run_1/placed.png
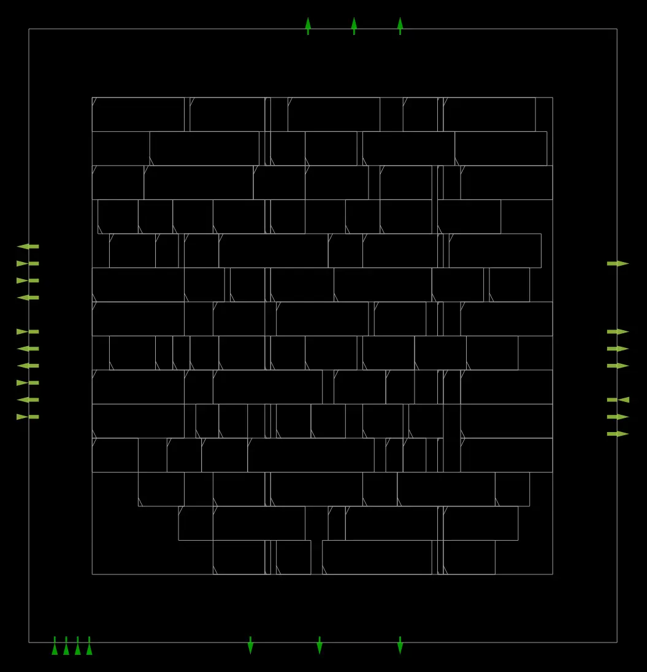
run_1/layers.png
Scale bar: 10 µm.
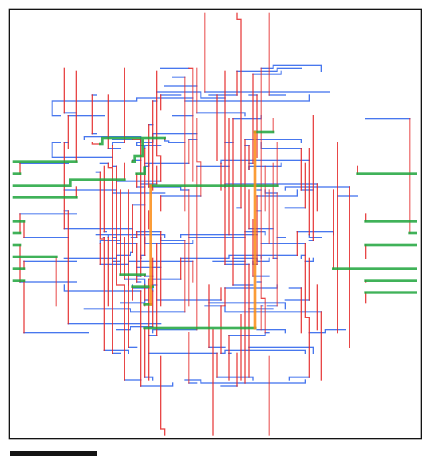
run_1/class_map.png
Scale bar: 10 µm. Fill, decap, tap and diode cells in gray.
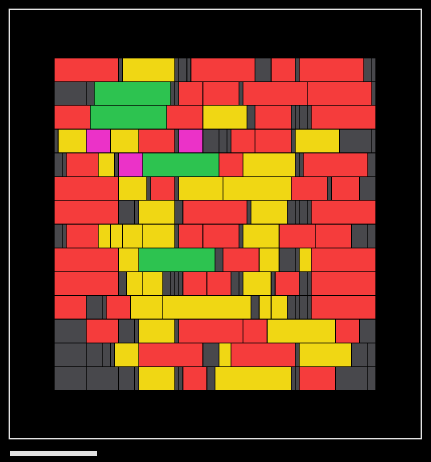
run_1/m1.png
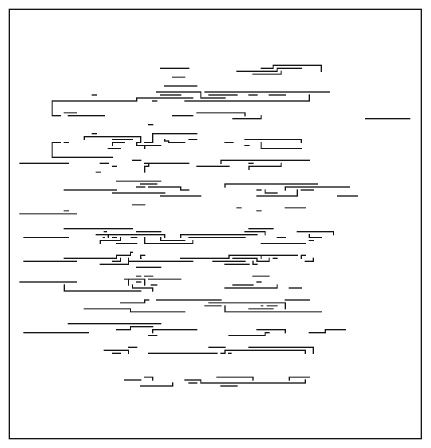
File: src/rtl/arm_pkg.sv
// Shared types for the multicycle ARM controller: state encoding, datapath
// select encodings and the control word produced by the output decoder.
package arm_pkg;

   typedef enum logic [3:0] {
      FETCH    = 4'd0,
      DECODE   = 4'd1,
      MEMADR   = 4'd2,
      MEMREAD  = 4'd3,
      MEMWB    = 4'd4,
      MEMWRITE = 4'd5,
      EXECUTER = 4'd6,
      EXECUTEI = 4'd7,
      ALUWB    = 4'd8,
      BRANCH   = 4'd9
   } state_t;

   localparam logic [1:0] SRC_B_RM      = 2'b00;
   localparam logic [1:0] SRC_B_EXT_IMM = 2'b01;
   localparam logic [1:0] SRC_B_FOUR    = 2'b10;

   localparam logic [1:0] RESULT_ALU_OUT    = 2'b00;
   localparam logic [1:0] RESULT_DATA       = 2'b01;
   localparam logic [1:0] RESULT_ALU_RESULT = 2'b10;

   typedef struct packed {
      logic       ir_write;
      logic       next_pc;
      logic       reg_w;
      logic       mem_w;
      logic       branch;
      logic       alu_op;
      logic       adr_src;
      logic       alu_src_a;
      logic [1:0] alu_src_b;
      logic [1:0] result_src;
   } ctrl_t;

endpackage

File: src/rtl/main_fsm_out_dec.sv
// Moore output decode for main_fsm: maps the current state to its control word.
module main_fsm_out_dec
   import arm_pkg::*;
(
   input  state_t state,
   output ctrl_t  ctrl
);

   always_comb begin
      ctrl = '0;
      case (state)
         FETCH: begin
            ctrl.adr_src    = 1'b0;
            ctrl.alu_src_a  = 1'b1;
            ctrl.alu_src_b  = SRC_B_FOUR;
            ctrl.result_src = RESULT_ALU_RESULT;
            ctrl.ir_write   = 1'b1;
            ctrl.next_pc    = 1'b1;
         end
         DECODE: begin
            ctrl.alu_src_a  = 1'b1;
            ctrl.alu_src_b  = SRC_B_FOUR;
            ctrl.result_src = RESULT_ALU_RESULT;
         end
         MEMADR: begin
            ctrl.alu_src_a = 1'b0;
            ctrl.alu_src_b = SRC_B_EXT_IMM;
         end
         MEMREAD: begin
            ctrl.result_src = RESULT_ALU_OUT;
            ctrl.adr_src    = 1'b1;
         end
         MEMWB: begin
            ctrl.result_src = RESULT_DATA;
            ctrl.reg_w      = 1'b1;
         end
         MEMWRITE: begin
            ctrl.result_src = RESULT_ALU_OUT;
            ctrl.adr_src    = 1'b1;
            ctrl.mem_w      = 1'b1;
         end
         EXECUTER: begin
            ctrl.alu_src_a = 1'b0;
            ctrl.alu_src_b = SRC_B_RM;
            ctrl.alu_op    = 1'b1;
         end
         EXECUTEI: begin
            ctrl.alu_src_a = 1'b0;
            ctrl.alu_src_b = SRC_B_EXT_IMM;
            ctrl.alu_op    = 1'b1;
         end
         ALUWB: begin
            ctrl.result_src = RESULT_ALU_OUT;
            ctrl.reg_w      = 1'b1;
         end
         BRANCH: begin
            ctrl.alu_src_a  = 1'b0;
            ctrl.alu_src_b  = SRC_B_EXT_IMM;
            ctrl.result_src = RESULT_ALU_RESULT;
            ctrl.branch     = 1'b1;
         end
         default: ctrl = '0;
      endcase
   end

endmodule

File: src/rtl/main_fsm.sv
// Multicycle ARM main controller FSM. Define MEM_WAIT_EN to add a mem_ready
// handshake that stalls FETCH, MEMREAD and MEMWRITE until memory responds.
module main_fsm
   import arm_pkg::*;
(
   input  logic       clk,
   input  logic       reset_n,
`ifdef MEM_WAIT_EN
   input  logic       mem_ready,
`endif
   input  logic [1:0] op,
   input  logic [5:0] funct,
   output logic       ir_write,
   output logic       next_pc,
   output logic       reg_w,
   output logic       mem_w,
   output logic       branch,
   output logic       alu_op,
   output logic       adr_src,
   output logic       undef_instr,
   output logic       alu_src_a,
   output logic [1:0] alu_src_b,
   output logic [1:0] result_src,
   output logic [3:0] state_o
);

   state_t state;
   ctrl_t  dec_ctrl;
   ctrl_t  out_ctrl;
   logic   mem_rdy;

`ifdef MEM_WAIT_EN
   assign mem_rdy = mem_ready;
`else
   assign mem_rdy = 1'b1;
`endif

   // op/funct are only consulted in DECODE and MEMADR; every other state
   // advances unconditionally or waits on memory.
   always_ff @(posedge clk) begin
      if (!reset_n) begin
         state <= FETCH;
      end else begin
         case (state)
            FETCH:    if (mem_rdy) state <= DECODE;
            DECODE: begin
               case (op)
                  2'b00:   state <= funct[5] ? EXECUTEI : EXECUTER;
                  2'b01:   state <= MEMADR;
                  2'b10:   state <= BRANCH;
                  default: state <= FETCH;
               endcase
            end
            MEMADR:   state <= funct[0] ? MEMREAD : MEMWRITE;
            MEMREAD:  if (mem_rdy) state <= MEMWB;
            MEMWRITE: if (mem_rdy) state <= FETCH;
            EXECUTER: state <= ALUWB;
            EXECUTEI: state <= ALUWB;
            MEMWB:    state <= FETCH;
            ALUWB:    state <= FETCH;
            BRANCH:   state <= FETCH;
            default:  state <= FETCH;
         endcase
      end
   end

   main_fsm_out_dec u_out_dec (
      .state (state),
      .ctrl  (dec_ctrl)
   );

   // A stalled fetch must not latch the instruction or advance the PC, and
   // reset silences every strobe while parking the selects at their FETCH values.
   always_comb begin
      out_ctrl = dec_ctrl;
      if (state == FETCH && !mem_rdy) begin
         out_ctrl.ir_write = 1'b0;
         out_ctrl.next_pc  = 1'b0;
      end
      if (!reset_n) begin
         out_ctrl            = '0;
         out_ctrl.alu_src_a  = 1'b1;
         out_ctrl.alu_src_b  = SRC_B_FOUR;
         out_ctrl.result_src = RESULT_ALU_RESULT;
      end
   end

   assign ir_write    = out_ctrl.ir_write;
   assign next_pc     = out_ctrl.next_pc;
   assign reg_w       = out_ctrl.reg_w;
   assign mem_w       = out_ctrl.mem_w;
   assign branch      = out_ctrl.branch;
   assign alu_op      = out_ctrl.alu_op;
   assign adr_src     = out_ctrl.adr_src;
   assign alu_src_a   = out_ctrl.alu_src_a;
   assign alu_src_b   = out_ctrl.alu_src_b;
   assign result_src  = out_ctrl.result_src;
   assign undef_instr = reset_n && (state == DECODE) && (op == 2'b11);
   assign state_o     = state;

endmodule

File: config.mk
export PLATFORM = sky130hd
export DESIGN_NAME = main_fsm
export DESIGN_NICKNAME = d
export VERILOG_FILES = /design/src/rtl/arm_pkg.sv /design/src/rtl/main_fsm_out_dec.sv /design/src/rtl/main_fsm.sv
export SDC_FILE = /design/constraint.sdc
export NUM_CORES = 1
export LEC_CHECK = 0
export CAP_MARGIN = 40
export CORE_AREA = 5 5 42 44
export DETAILED_ROUTE_END_ITERATION = 12
export DIE_AREA = 0 0 47 49
export PLACE_DENSITY = 0.78
export SLEW_MARGIN = 40
export SYNTH_ARGS = -nofsm -noshare
export SYNTH_HDL_FRONTEND = slang
export SYNTH_SLANG_ARGS = --single-unit
export TNS_END_PERCENT = 50
File: constraint.sdc
create_clock -name clk -period 0.94 [get_ports clk]
set_input_delay 0.141 -clock clk [delete_from_list [all_inputs] [get_ports clk]]
set_output_delay 0.141 -clock clk [all_outputs]
set_load 0.1 [all_outputs]
==> results.py, run 1 <==
# Generated from Yosys and OpenROAD reports
metrics = {
    "yosys": {
        "seq_area_frac_synth_pct": 23.6,
        "ys_types": 22,
        "synth_top_cell_by_area": "sky130_fd_sc_hd__dfxtp_1",
        "synthDominantCellAreaShare_pct": 23.6,
        "top_cells_by_area": "sky130_fd_sc_hd__dfxtp_1, sky130_fd_sc_hd__buf_4, sky130_fd_sc_hd__a41o_1",
        "edf_count": 0,
        "synth.ff_latch_count": 4,
        "netlist_area_um2": 339,
        "dominantRegCellSynth": "sky130_fd_sc_hd__dfxtp_1",
        "postSynthNetCount": 53,
        "synth.avg_cell_area_um2": 7.89,
        "count_of_instantiated_cells_in_the_yosys_netlist": 43,
        "most_repeated_cell_in_the_gate_level_netlist_after_synthesis": "sky130_fd_sc_hd__dfxtp_1",
        "ys_area_um2": 339,
        "yosysWarningCount": 0,
        "synth-async-reset-ratio_pct": 0,
    },
    "place": {
        "dp.final_hpwl_um": 1110,
        "place_worst_setup_slack_ns": -0.656,
        "post_detailed_placement_cell_area_um2": 986,
        "place.port_buffers": 22,
        "gp_routability_congestion": 0.880,
    },
    "finish": {
        "finalNetCount": 102,
        "layout_top_cell_excl_fill_tap": "sky130_fd_sc_hd__buf_12",
        "layout.cells.non_filler": 106,
        "dominant_logic_cell_types_in_the_final_layout": "sky130_fd_sc_hd__buf_12, sky130_fd_sc_hd__buf_4, sky130_fd_sc_hd__buf_6",
        "number_of_flip_flops_in_the_largest_register": 4,
        "n_antenna_cell": 0,
        "drive_gt1_share_pct": 78.9,
        "fin_area_um2": 1160,
        "area_delta_synth_final_pct": 242,
        "fillCellCount": 79,
    },
    "critical_path": {
        "timing.critical_path.from_type": "flop",
        "timing.critical_path.arrival_ns": 1.37,
        "critPathCapture": "reg_w",
        "critical_path_required_ns": 0.80,
        "timing.setup.critical_path_class": "reg2out",
        "reg2reg_to": "state_o[3]",
        "critical_path_end_type": "output port",
        "crit-reg2reg-launch": "state_o[3]",
        "r2r_slack_ns": -0.21,
        "worst_setup_path_startpoint": "state_o[3]",
        "reg2regPathDepth": 6,
    },
    "detailed_routing": {
        "routedWlPerCell_um": 15.9,
        "detail_route.iter0.violations": 11,
        "detail_route.first_pass.iterations": 4,
        "ant_nets": 0,
        "detail_route.vias_per_cell": 4.93,
        "route.detailed.drc": 0,
    },
    "final_timing": {
        "layout_setup_ws_ns": -0.569,
        "relSlewSlack_pct": 80.2,
        "hold_viol_final": 0,
        "setup-violations-final": 21,
        "worst-slew-pin-transition_ns": 0.296,
        "fin_tns_setup_ns": -7.59,
        "rsz0062_at_grt": "yes",
        "final_worst_clock_skew_ns": 0.00673,
        "finalMaxSlewViolations": 0,
        "timing.final.crit_period_ns": 1.51,
    },
    "power_and_ir_drop": {
        "p_per_area_nw_per_um2": 1050,
        "totalPowerFinal_mw": 1.21,
        "leakagePower_nw": 0.491,
    },
    "global_route": {
        "number_of_global_route_vias_before_repair": 561,
        "grt_start_max_net_pins": 9,
        "grtUsageTotal_pct": 16.0,
        "antenna_found_initial": 0,
        "first_pass_grt_wire_length_um": 2750,
    },
    "worst_hold_path": {
        "min_path_cells": 3,
        "hp-class": "in2reg",
    },
    "cts": {
        "cts.clk_slew.worst_paths_ns": 0.04,
        "worstSkewPairLatency_ns": 0.23,
        "cts_tree": "built",
        "cts.sink_count": 4,
        "cts-htree-levels": 1,
        "cts_made_buffers": 3,
        "cts_root_buf": "sky130_fd_sc_hd__clkbuf_4",
        "cts.path.max_buffers": 2,
    },
    "flow_run": {
        "warning_count": 33,
        "maxCapViolCount": 0,
    },
    "run_status": {
        "status": "finished, violations left",
        "failed_checks": "setup timing",
    },
    "floorplanning": {
        "design.portCount": 27,
        "die_width_um": 47,
    },
}
About placed.png:
well-tap cell count: 16
placement row count: 14

About layers.png:
[orange] M4 | wire length: 36.0 µm
[blue] M1 | wire length: 605 µm
[red] M2 | wire length: 916 µm
[green] M3 | wire length: 126 µm
vias after detailed routing: 523
Routed WL: 1680 µm

About class_map.png:
[yellow] remaining logic cells | cells: 34 | share of their area: 32%
[magenta] clock-net drivers | cells: 3 | share of their area: 2.0%
[green] registers | cells: 4 | share of their area: 8.3%
[red] remaining buffers and delay cells | cells: 49 | share of their area: 58%

About m1.png:
nets with wire on the layer: 78
main direction: horizontal
wire length on this layer: 605 µm
share of all routed wire: 36%

run 1: per-stage QoR:
stage / utilization (%) / hold slack (ns)
3_5_place_dp: 70.4 / 0.585
5_1_grt: 82.9 / 0.593
6_report: 82.9 / 0.566
3_3_place_gp: 70.4 / 0.582
2_1_floorplan: - / 0.291
4_1_cts: 78.1 / 0.525
run 1: power breakdown:
group,leakage (nW),internal (mW),switching [mW]
Clock,0.0138,0.142,0.0631
Combinational,0.441,0.353,0.452
Sequential,0.0356,0.179,0.0238
run 1: worst min-delay path by stage:
stage | to | slack (ns)
after floorplan | state_o[1] | 0.29
after global placement | state_o[0] | 0.58
after detailed placement | state_o[0] | 0.59
after CTS | state_o[1] | 0.53
after global routing | state_o[1] | 0.59
final | state_o[1] | 0.57
run 1: cell type report:
class	instances	area, µm²	area share [%]
Tap cell	16	20.0	1.72
Inverter	2	7.51	0.647
Sequential cell	4	95.1	8.19
Multi-Input combinational cell	32	354	30.5
Timing Repair Buffer	49	662	57.0
Clock buffer	3	22.5	1.94
run 1: timing repair:
item,4_1_cts,5_1_grt
pin swaps,6,7
setup endpoints to repair,21,21
hold buffers,0,0
resized,11,8
setup buffers,6,5
run 1: cells by family after synthesis:
group           synth area share, %
compound gates                 17.0
xor+xnor                       7.75
buf+inv                        11.8
flops                          23.6
simple gates                   39.8
run 1: worst max-delay path: stages (launching register included):
cell and delay [ns]:
sky130_fd_sc_hd__dfxtp_4 0.36, sky130_fd_sc_hd__buf_6 0.13, sky130_fd_sc_hd__xnor2_4 0.12, sky130_fd_sc_hd__nor4b_4 0.31
sky130_fd_sc_hd__buf_12 0.21
run 1: per-layer routing:
layer	global-route usage, %	vias up	wire (µm)
met5	0	-	0
met3	3.69	4	126
met2	30.8	30	915
li1	-	245	-
met1	17.4	244	604
met4	0.922	0	36
run_1/gates.png
Scale bar: 10 µm.
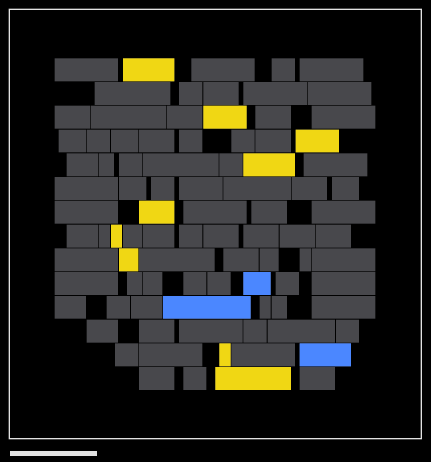

==> run 2: changes to the inputs <==
PLACE_DENSITY = 0.76   (was 0.78)
clock period = 1.56 ns   (was 0.94 ns; I/O delays follow)
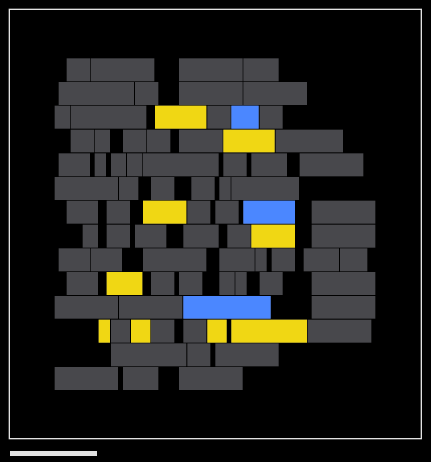
run_2/gates.png
Scale bar: 10 µm.
[blue] xor and xnor cells | cells: 3
[yellow] nor cells | cells: 9

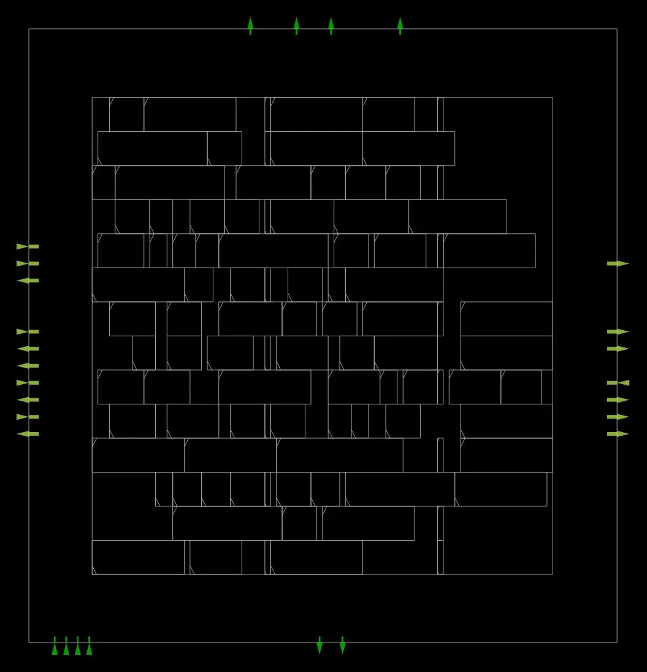
run_2/placed.png
number of flip-flops and latches: 4
final core utilization: 73.8%

==> run 2 against run 1 <==
The flow still finishes with violations (setup timing). Area after synthesis did not move. Utilization is 9.0 points lower. Global-route usage decreased by 2.1 points. Register-to-register slack better by 0.64 ns. Synthesized cell count is the same. Power decreased by 43%. Design area is 11% lower. Largest cell class unchanged. Largest power group unchanged.
==> results.py, run 2 <==
# Generated from Yosys and OpenROAD reports
metrics = {
    "cts": {
        "cts.sink_count": 4,
        "cts-htree-levels": 1,
        "cts.path.max_buffers": 2,
        "cts_tree": "built",
        "worstSkewPairLatency_ns": 0.24,
        "cts_made_buffers": 3,
        "cts_root_buf": "sky130_fd_sc_hd__clkbuf_4",
        "cts.clk_slew.worst_paths_ns": 0.04,
    },
    "finish": {
        "sequential_cell_area_um2": 95.1,
        "layout.cells.non_filler": 99,
        "dominant_logic_cell_types_in_the_final_layout": "sky130_fd_sc_hd__buf_4, sky130_fd_sc_hd__buf_12, sky130_fd_sc_hd__clkdlybuf4s50_1, sky130_fd_sc_hd__dfxtp_4",
        "finalNetCount": 95,
        "n_antenna_cell": 0,
        "layout_top_cell_excl_fill_tap": "sky130_fd_sc_hd__buf_4",
        "fillCellCount": 107,
        "combined_area_of_the_multi_input_logic_cells_um2": 343,
        "drive_gt1_share_pct": 73.5,
        "number_of_flip_flops_in_the_largest_register": 4,
        "area_delta_synth_final_pct": 205,
        "fin_area_um2": 1030,
    },
    "yosys": {
        "yosysWarningCount": 0,
        "most_repeated_cell_in_the_gate_level_netlist_after_synthesis": "sky130_fd_sc_hd__dfxtp_1",
        "postSynthNetCount": 53,
        "ys_area_um2": 339,
        "netlist_area_um2": 339,
        "netlist_instances": 43,
        "count_of_instantiated_cells_in_the_yosys_netlist": 43,
        "edf_count": 0,
        "synth_top_cell_by_area": "sky130_fd_sc_hd__dfxtp_1",
        "synth.avg_cell_area_um2": 7.89,
        "synth.ff_latch_count": 4,
        "synth-async-reset-ratio_pct": 0,
        "synthDominantCellAreaShare_pct": 23.6,
        "dominantRegCellSynth": "sky130_fd_sc_hd__dfxtp_1",
        "seq_area_frac_synth_pct": 23.6,
        "top_cells_by_area": "sky130_fd_sc_hd__dfxtp_1, sky130_fd_sc_hd__buf_4, sky130_fd_sc_hd__a41o_1",
        "ys_types": 22,
    },
    "final_timing": {
        "finalCritPeriodShare_pct": 101,
        "rsz0062_at_grt": "yes",
        "timing.hold.ws_ns": 0.592,
        "fin_tns_setup_ns": -0.0397,
        "relSlewSlack_pct": 79.0,
        "setup-violations-final": 5,
        "finalMaxSlewViolations": 0,
        "worst-slew-pin-transition_ns": 0.316,
        "hold_viol_final": 0,
        "final_worst_clock_skew_ns": 0.00579,
        "layout_setup_ws_ns": -0.0148,
        "timing.final.crit_period_ns": 1.57,
    },
    "detailed_routing": {
        "ant_nets": 0,
        "wl_um": 1340,
        "detail_route.first_pass.iterations": 2,
        "vias": 466,
        "route.detailed.drc": 0,
        "met2_wirelength_from_detailed_routing_um": 694,
        "routedWlPerCell_um": 13.5,
        "maxUsedRoutingLayer": "met4",
        "detailroute.wirelength.met3_um": 87,
        "wl_met1_um": 523,
        "detail_route.iter0.violations": 1,
        "detail_route.vias_per_cell": 4.71,
    },
    "power_and_ir_drop": {
        "totalPowerFinal_mw": 0.689,
        "p_per_area_nw_per_um2": 666,
        "leakagePower_nw": 0.440,
    },
    "critical_path": {
        "critical_path_end_type": "output port",
        "critical_path_required_ns": 1.33,
        "timing.critical_path.arrival_ns": 1.34,
        "timing.critical_path.from_type": "flop",
        "timing.setup.critical_path_class": "reg2out",
        "critical_path_peak_fanout": 9,
        "r2r_slack_ns": 0.43,
    },
    "global_route": {
        "grt_start_max_net_pins": 10,
        "grtUsageTotal_pct": 13.9,
        "number_of_global_route_vias_before_repair": 475,
        "antenna_found_initial": 0,
        "grt.overflow.total": 0,
        "first_pass_grt_wire_length_um": 2280,
    },
    "place": {
        "place_worst_setup_slack_ns": -0.131,
        "post_detailed_placement_cell_area_um2": 890,
        "dp.final_hpwl_um": 931,
        "place.port_buffers": 22,
        "gp_routability_congestion": 0.797,
    },
    "floorplanning": {
        "placementRows": 14,
        "design.portCount": 27,
        "die-area_um2": 2300,
        "die_width_um": 47,
    },
    "run_status": {
        "failed_checks": "setup timing",
        "status": "finished, violations left",
    },
    "flow_run": {
        "warning_count": 33,
        "maxCapViolCount": 0,
    },
    "worst_hold_path": {
        "hp-class": "in2reg",
    },
}
[run 2: netlist changes by cell type in the layout (fill, tap and decap cells not counted), sizes merged]
cell,before,now
buf,44,37
[run 2: routing by layer]
layer	global-route usage, %	vias up
li1	-	231
met1	16.4	210
met2	21.5	21
met3	2.58	4
met4	9.22	0
met5	0	-
[run 2: final timing paths]
check	startpoint	to	cells past startpoint
setup / recovery	state_o[2]	alu_src_b[0]	3
setup reg to reg	state_o[3]	state_o[3]	4
hold / removal	funct[0]	state_o[1]	3
hold reg to reg	state_o[0]	state_o[0]	2
[run 2: cell type report]
type,count,share of cell area (%)
multi-input cells,32,33.1
clock buffers,3,2.18
inverters,2,0.726
well taps,16,1.93
flip-flops and latches,4,9.19
repair buffers,42,52.8
[run 2: report_power, final]
group / internal (mW) / switching [mW]
clock network: 0.0863 / 0.0453
logic: 0.180 / 0.255
registers: 0.108 / 0.0143
total: 0.374 / 0.315
[run 2: cell families (layout without fill, tap and decap cells)]
family	count (synthesis)	after routing	synth area share [%]
simple gates	20	20	39.8
compound gates	9	9	17.0
buf+inv	7	47	11.8
flops	4	4	23.6
xor+xnor	3	3	7.75
[run 2: timing repair]
action | in CTS | in global routing
setup endpoints to repair | 13 | 12
resized | 4 | 3
setup buffers | 8 | 5
pin swaps | 2 | 6
hold buffers | 0 | 0
hold endpoints to repair | 0 | 0
[run 2: critical path, stage by stage, from the launching register on]
cell and delay [ns]:
sky130_fd_sc_hd__dfxtp_4 0.43, sky130_fd_sc_hd__and4b_2 0.26, sky130_fd_sc_hd__a41o_4 0.25, sky130_fd_sc_hd__buf_12 0.16
Power figures rest on the tool's default switching activity, not on a simulated workload.
